==> images/route_heat.png <==
(3 px per µm) 24 x 26 tiles, from dark purple (low) to yellow (high), scaled to the fullest tile. Values are wire area over tile area, all layers added.
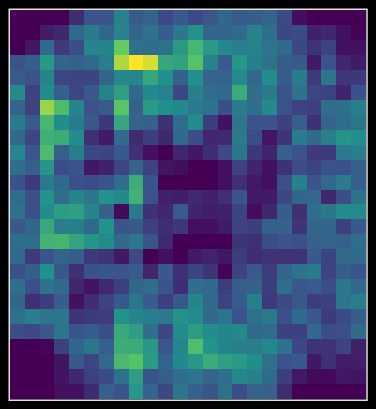
==> images/sizing.png <==
(2 px per µm)
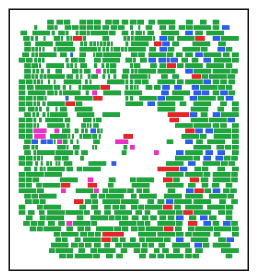
==> images/closeup.png <==
Window x 34 to 84, y 66 to 116 µm. Cells in grey, sequential cells in the stronger grey; small squares are vias.
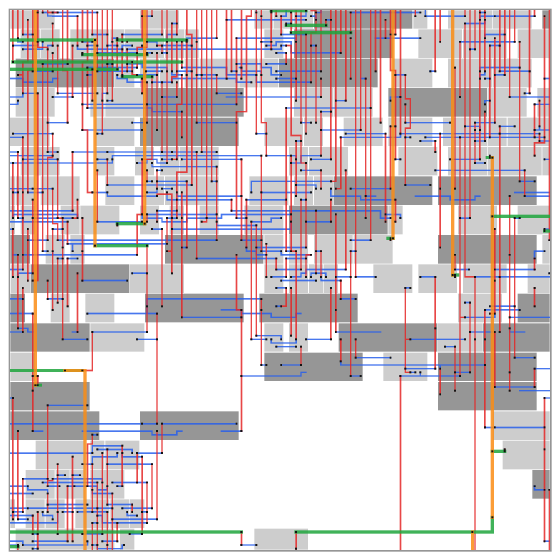
==> images/placed.png <==
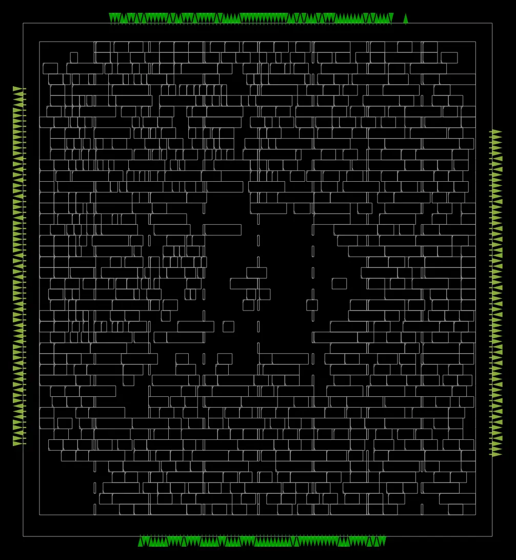
==> config.mk <==
export PLATFORM = sky130hd
export DESIGN_NAME = mem_arbiter
export DESIGN_NICKNAME = d
export VERILOG_FILES = /design/src/rtl/mem_arbiter.sv
export SDC_FILE = /design/constraint.sdc
export NUM_CORES = 1
export LEC_CHECK = 0
export CORE_ASPECT_RATIO = 1.1
export CORE_MARGIN = 4
export CORE_UTILIZATION = 42
export CTS_BUF_LIST = sky130_fd_sc_hd__clkbuf_4 sky130_fd_sc_hd__clkbuf_8
export CTS_CLUSTER_SIZE = 12
export DETAILED_ROUTE_END_ITERATION = 10
export HOLD_SLACK_MARGIN = 0.15
export PLACE_DENSITY = 0.83
export SETUP_SLACK_MARGIN = 0.2
export SLEW_MARGIN = 20
export SYNTH_ARGS = -nofsm -noshare
export SYNTH_HDL_FRONTEND = slang
export SYNTH_SLANG_ARGS = --single-unit
export TNS_END_PERCENT = 100
==> constraint.sdc <==
create_clock -name clk -period 6.8 [get_ports clk]
set_input_delay 2.04 -clock clk [delete_from_list [all_inputs] [get_ports clk]]
set_output_delay 2.04 -clock clk [all_outputs]
set_load 0.005 [all_outputs]
==> results.sh <==
# source this file to load flow results
export IMPL_drtIter0Drc=339
export IMPL_gr_usage_met3=0.06372
export IMPL_holdPathStages=2
export IMPL_critPathTopFamily="AND-OR/OR-AND gates"
export IMPL_highest_layer="met4"
export IMPL_num_rows=44
export IMPL_fp_nets=590
export IMPL_max_stage_delay_ns=0.81
export IMPL_fmax_ghz=0.2486
export IMPL_portBuffers=274
export IMPL_grt_max_degree=116
export IMPL_mux_share=0.1290
export IMPL_share_comb_of_total_power=0.447
export IMPL_clockNetworkAreaShare=0.04871
export IMPL_clock_sinks=140
export IMPL_nets=856
export IMPL_yosys_cells=448
export IMPL_logic_gate_count=269
export IMPL_path_buffers=1
export IMPL_htreeDepth=4
export IMPL_startpoint_type="input pin"
export IMPL_core_mm2=0.01321
export IMPL_status="finished, final reports clean"
export IMPL_path_depth=4
export IMPL_cts_reportedPaths_clkPinSlew_ns=0.08
export IMPL_ios=275
export IMPL_grt_pass1_wl_um=25730
export IMPL_p_leak_uw=0.003725
export IMPL_r2r_slack_ns=4.44
About route_heat.png:
emptiest ninth of the die: centre
mean over tiles: 0.17
tiles over half the peak: 9.3%
nearly empty tiles: 6.9%
GRT Util Overall: 0.2108
wirelength, routed: 16230 µm
Vias: 4666
wire length per cell: 18.28 µm

About sizing.png:
[red] x6 and larger | cells: 25 | share: 3.4% | most used: clkbuf_8
[blue] x2 | cells: 56 | share: 7.7% | most used: mux2_2
[magenta] x3 and x4 | cells: 13 | share: 1.8% | most used: buf_4
[green] x1 and smaller | cells: 633 | share: 87% | most used: clkdlybuf4s50_1
worst setup margin: 2.777 ns
Synth-to-Final Area Change: 57.33%
post-route cell area: 0.008914 mm²
Non-Clock Buffer Count: 279

About closeup.png:
[green] M3
[red] M2
[orange] M4
[blue] M1
cells with their middle in the window: 142
most frequent: clkdlybuf4s50_1 (32), dfrtp_1 (24), o21ai_0 (17)
sequential cells in the window: 24

About placed.png:
Tapcells: 161
Seq/total area: 0.3930
fin cells: 888
flip-flops: 140
Final Core Density: 0.6746

